## src/rtl/axs_wr_fsm_pkg.sv

```systemverilog
// Shared types and codes for the axs_s0 write-channel controller.
package axs_wr_fsm_pkg;

  typedef enum logic [4:0] {
    S_INIT  = 5'h01,
    S_IDLE  = 5'h02,
    S_DATA  = 5'h04,
    S_DRAIN = 5'h08,
    S_RESP  = 5'h10
  } wr_state_e;

  localparam logic [1:0] BRESP_OKAY   = 2'b00;
  localparam logic [1:0] BRESP_SLVERR = 2'b10;

  localparam logic [1:0] SEL_NONE = 2'b00;
  localparam logic [1:0] SEL_DATA = 2'b01;
  localparam logic [1:0] SEL_HDR  = 2'b10;

  localparam logic [1:0] BURST_RSVD = 2'b11;

endpackage

```

## src/rtl/axs_wr_fsm.sv

```systemverilog
// AXI4 write-channel slave controller for axs_s0: sequences AW/W/B
// handshakes, steers input FIFO pushes and checks burst framing.
module axs_wr_fsm
  import axs_wr_fsm_pkg::*;
(
  input  logic        clk,
  input  logic        reset,
  input  logic [3:0]  axs_s0_awid,
  input  logic [31:0] axs_s0_awaddr,
  input  logic [7:0]  axs_s0_awlen,
  input  logic [2:0]  axs_s0_awsize,
  input  logic [1:0]  axs_s0_awburst,
  input  logic        axs_s0_awvalid,
  output logic        axs_s0_awready,
  input  logic        axs_s0_wlast,
  input  logic        axs_s0_wvalid,
  output logic        axs_s0_wready,
  output logic [3:0]  axs_s0_bid,
  output logic [1:0]  axs_s0_bresp,
  output logic        axs_s0_bvalid,
  input  logic        axs_s0_bready,
  input  logic        in_fifo_full,
  output logic        in_fifo_push,
  output logic [1:0]  in_fifo_push_sel
);

  wr_state_e state, nxt;

  logic [3:0]  awid_q;
  logic [31:0] awaddr_q;
  logic [7:0]  awlen_q;
  logic [2:0]  awsize_q;
  logic [1:0]  awburst_q;
  logic [7:0]  beats_left;
  logic        err;

  logic clr;
  logic cap;
  logic dec;
  logic set_err;

  always_comb begin
    nxt              = state;
    axs_s0_awready   = 1'b0;
    axs_s0_wready    = 1'b0;
    axs_s0_bvalid    = 1'b0;
    axs_s0_bid       = '0;
    axs_s0_bresp     = BRESP_OKAY;
    in_fifo_push     = 1'b0;
    in_fifo_push_sel = SEL_NONE;
    clr              = 1'b0;
    cap              = 1'b0;
    dec              = 1'b0;
    set_err          = 1'b0;

    case (state)
      S_INIT: begin
        clr = 1'b1;
        nxt = S_IDLE;
      end
      S_IDLE: begin
        axs_s0_awready = ~in_fifo_full;
        if (axs_s0_awvalid && !in_fifo_full) begin
          in_fifo_push     = 1'b1;
          in_fifo_push_sel = SEL_HDR;
          cap              = 1'b1;
          nxt = (axs_s0_awburst == BURST_RSVD)
              ? S_DRAIN : S_DATA;
        end
      end
      S_DATA: begin
        axs_s0_wready = ~in_fifo_full;
        if (axs_s0_wvalid && !in_fifo_full) begin
          in_fifo_push     = 1'b1;
          in_fifo_push_sel = SEL_DATA;
          // Zero check first: the counter never wraps below 0.
          if (beats_left == 8'd0) begin
            if (axs_s0_wlast) begin
              nxt = S_RESP;
            end else begin
              set_err = 1'b1;
              nxt     = S_DRAIN;
            end
          end else if (axs_s0_wlast) begin
            set_err = 1'b1;
            nxt     = S_RESP;
          end else begin
            dec = 1'b1;
          end
        end
      end
      S_DRAIN: begin
        axs_s0_wready = 1'b1;
        if (axs_s0_wvalid && axs_s0_wlast)
          nxt = S_RESP;
      end
      S_RESP: begin
        axs_s0_bvalid = 1'b1;
        axs_s0_bid    = awid_q;
        axs_s0_bresp  = err ? BRESP_SLVERR : BRESP_OKAY;
        if (axs_s0_bready)
          nxt = S_IDLE;
      end
      default: begin
        nxt = S_INIT;
      end
    endcase

    // Outputs stay quiet while reset is held, whatever the state.
    if (reset) begin
      axs_s0_awready   = 1'b0;
      axs_s0_wready    = 1'b0;
      axs_s0_bvalid    = 1'b0;
      axs_s0_bid       = '0;
      axs_s0_bresp     = BRESP_OKAY;
      in_fifo_push     = 1'b0;
      in_fifo_push_sel = SEL_NONE;
    end
  end

  always_ff @(posedge clk) begin
    if (reset)
      state <= S_INIT;
    else
      state <= nxt;
  end

  always_ff @(posedge clk) begin
    if (reset || clr) begin
      awid_q     <= '0;
      awaddr_q   <= '0;
      awlen_q    <= '0;
      awsize_q   <= '0;
      awburst_q  <= '0;
      beats_left <= '0;
      err        <= 1'b0;
    end else begin
      if (cap) begin
        awid_q     <= axs_s0_awid;
        awaddr_q   <= axs_s0_awaddr;
        awlen_q    <= axs_s0_awlen;
        awsize_q   <= axs_s0_awsize;
        awburst_q  <= axs_s0_awburst;
        beats_left <= axs_s0_awlen;
        err        <= (axs_s0_awburst == BURST_RSVD);
      end
      if (dec)
        beats_left <= beats_left - 8'd1;
      if (set_err)
        err <= 1'b1;
    end
  end

endmodule

```

## config.mk

```make
export PLATFORM = sky130hd
export DESIGN_NAME = axs_wr_fsm
export DESIGN_NICKNAME = d
export VERILOG_FILES = /design/src/rtl/axs_wr_fsm_pkg.sv /design/src/rtl/axs_wr_fsm.sv
export SDC_FILE = /design/constraint.sdc
export NUM_CORES = 1
export LEC_CHECK = 0
export ABC_AREA = 1
export CAP_MARGIN = 25
export CELL_PAD_IN_SITES_DETAIL_PLACEMENT = 0
export CELL_PAD_IN_SITES_GLOBAL_PLACEMENT = 1
export CORE_UTILIZATION = 26
export CTS_CLUSTER_SIZE = 24
export DETAILED_ROUTE_END_ITERATION = 6
export GPL_TIMING_DRIVEN = 0
export HOLD_SLACK_MARGIN = 0.12
export PLACE_DENSITY_LB_ADDON = 0.1
export SLEW_MARGIN = 20
export SYNTH_ARGS = -nofsm -noshare
export SYNTH_HDL_FRONTEND = slang
export SYNTH_SLANG_ARGS = --single-unit
```

## constraint.sdc

```tcl
create_clock -name clk -period 1.9 [get_ports clk]
set_input_delay 0.285 -clock clk [delete_from_list [all_inputs] [get_ports clk]]
set_output_delay 0.285 -clock clk [all_outputs]
set_load 0.02 [all_outputs]
```

Signal wires on met1:
Scale: 6 px per um.
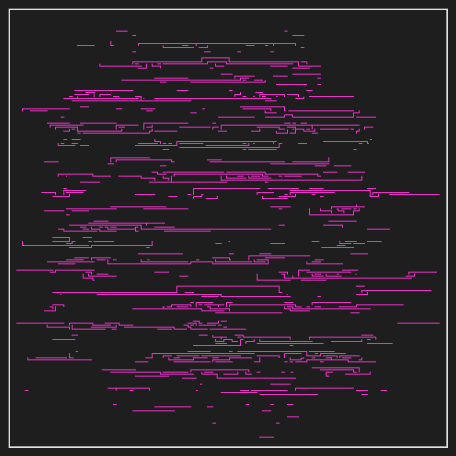
The longest straight run is 26.2 um. The layer holds 53% of the routed length. The layer carries 1900 um of wire. The wires run mostly horizontal. 245 nets have wire on it.
routed via count: 1352
total wire length after detailed routing: 3550 um
GR Util met1: 0.226

Routing congestion:
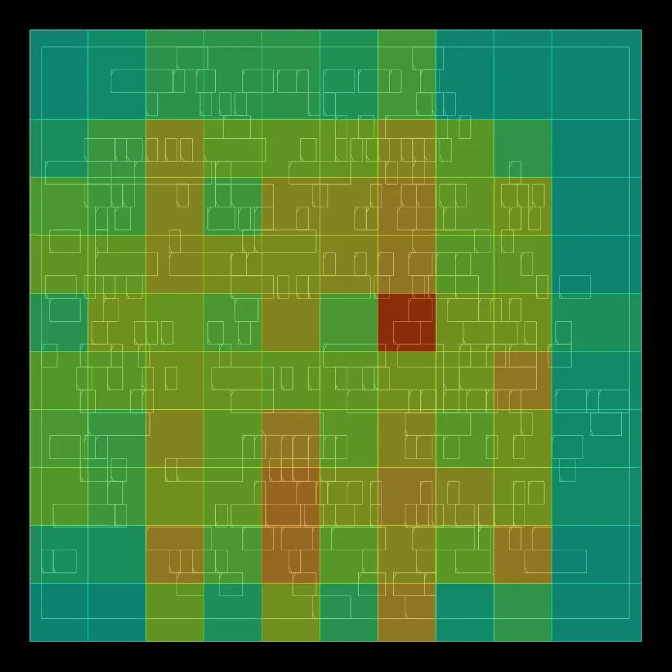
total track usage: 0.147
GR Layer Usage met3: 0.0180
global routing's busiest layer: met1
met2 track utilization from global routing: 0.213
average detailed-routed wire length per instance: 11.3 um

Cell sizes after repair:
Scale: 4 px per um.
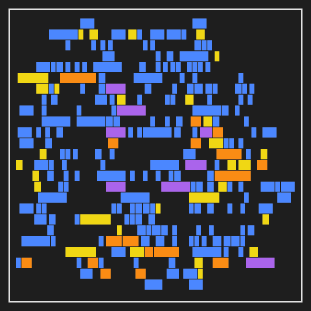
drive 1 or less: drawn in blue, cells 192, share 78%. drive 2: drawn in yellow, cells 30, share 12%. drive 3 to 4: drawn in orange, cells 17, share 6.9%. drive 6 and up: drawn in purple, cells 8, share 3.2%.
synth-to-layout area growth: 39.0%
crit path setup slack, layout: 0.0611 ns
buffer count excluding the clock tree in the final layout: 40
final standard cell area without fillers: 1810 um2

==> summary.txt <==
Implementation numbers.

- The cell leakage power is 0.891 nW.
- The type of element launching the critical path reads a flop.
- The power attributed to sequential cells is between 0.4 and 0.5 mW.
- The peak supply drop reads 0.000249 V.
- Per the skew report, the later register of the worst-skew pair sees a clock latency of ~0.25 ns.
- The synthesized netlist net count reads roughly 270.
- The cell type taking the most area is multi-input combinational cells.
- Combinational power for this build is between 0.4 and 0.5 mW.
- The most critical hold endpoint after final layout shows a slack of 0.458 ns.
- The placed cell count is 306.
- Per the repair_timing log after CTS, setup buffers inserted total 1.
- The top contributor to total power is combinational logic.
- The placed instances occupy a cell area of ~1700 um2.
- The tool warning count is 63.
- The clock tree buffer count of the final layout reads 3.
- The run finished with clean final reports.
- The sequential cell count of the final layout reads 18.
- The routed via count divided by cell count reads 4.31.
- The number of slew-limit violations in the final report reads 0.
- Looking at the gate-level netlist, the highest instance count belongs to sky130_fd_sc_hd__nand2_1.
- around 68 I/O pins were placed.
- The final count of negative-setup-slack endpoints is 0.
- The number of diodes added for antenna fixing reads 0.
- The number of global-route vias before repair reads roughly 1.3k.
- The final timing summary puts the cycle share of the worst path at 0.968.
- The number of H-tree branching levels reads 1.
- The synthesized design contains 0 enable-type register cells.
- The start point of the worst hold path reads awid_q[1].
- The maximum root-to-sink buffer count reads 2.
- The clock group power reads 0.277 mW.
- The area share of buffers outside the clock network reads 0.200.
- The total area of multi-input combinational cells reads 841 um2.
- The initial antenna violation count was 0.
- The shortest clock period the worst path allows after layout reads 1.84 ns.
- The remaining routing DRC violations reads 0.
Zoomed window:
Region (6, 42) to (31, 67) um. Cells in gray, sequential cells in the stronger gray; small squares are vias.
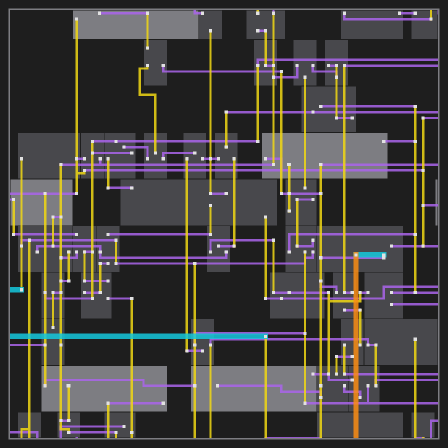
met4: drawn in orange. met3: drawn in cyan. met2: drawn in yellow. met1: drawn in purple.
Most frequent: nand2_1 (11), nor2_1 (7), dfxtp_1 (4). 43 logic cells have their middle in the window. Netlist names of flops here include `beats_left` (3), `awid_q` (1). Sequential cells in the window: 4.

Placement by cell class:
Scale: 4 px per um.
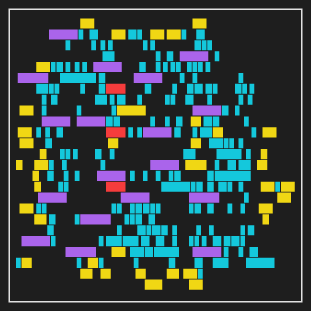
all other logic: drawn in cyan, cells 186, share of their area 55%. flip-flops: drawn in purple, cells 18, share of their area 21%. cells driving clock nets: drawn in red, cells 3, share of their area 2.4%. other buffers and delay cells: drawn in yellow, cells 40, share of their area 21%.

stage by stage:
stage	TNS, ns	setup slack, ns	utilization
after floorplan	0	0.129	-
after global placement	-4.55	-0.587	0.357
after detailed placement	-4.37	-0.583	0.357
after CTS	-0.0312	-0.0312	0.368
after global routing	-0.00979	-0.00979	0.381
final	0	0.0611	0.381
routing by layer:
layer,track usage,routed length (um)
met1,0.226,1900
met2,0.213,1510
met3,0.0180,119
met4,0.0392,25
met5,0,0
sequential cells by signal, indices dropped and copies added, names as in the netlist:
| register | flops |
|---|---|
| state | 5 |
| awid_q | 4 |
| beats_left | 8 |
| err | 1 |
kinds of logic after synthesis:
group	share of synthesized area
buffers and inverters	0.112
DFF	0.277
adders and majority gates	0.0192
and+or+nand+nor	0.485
other	0.00288
xor gates and xnor gates	0.0202
AOI/OAI and AO/OA	0.0837
Power figures rest on the tool's default switching activity, not on a simulated workload.
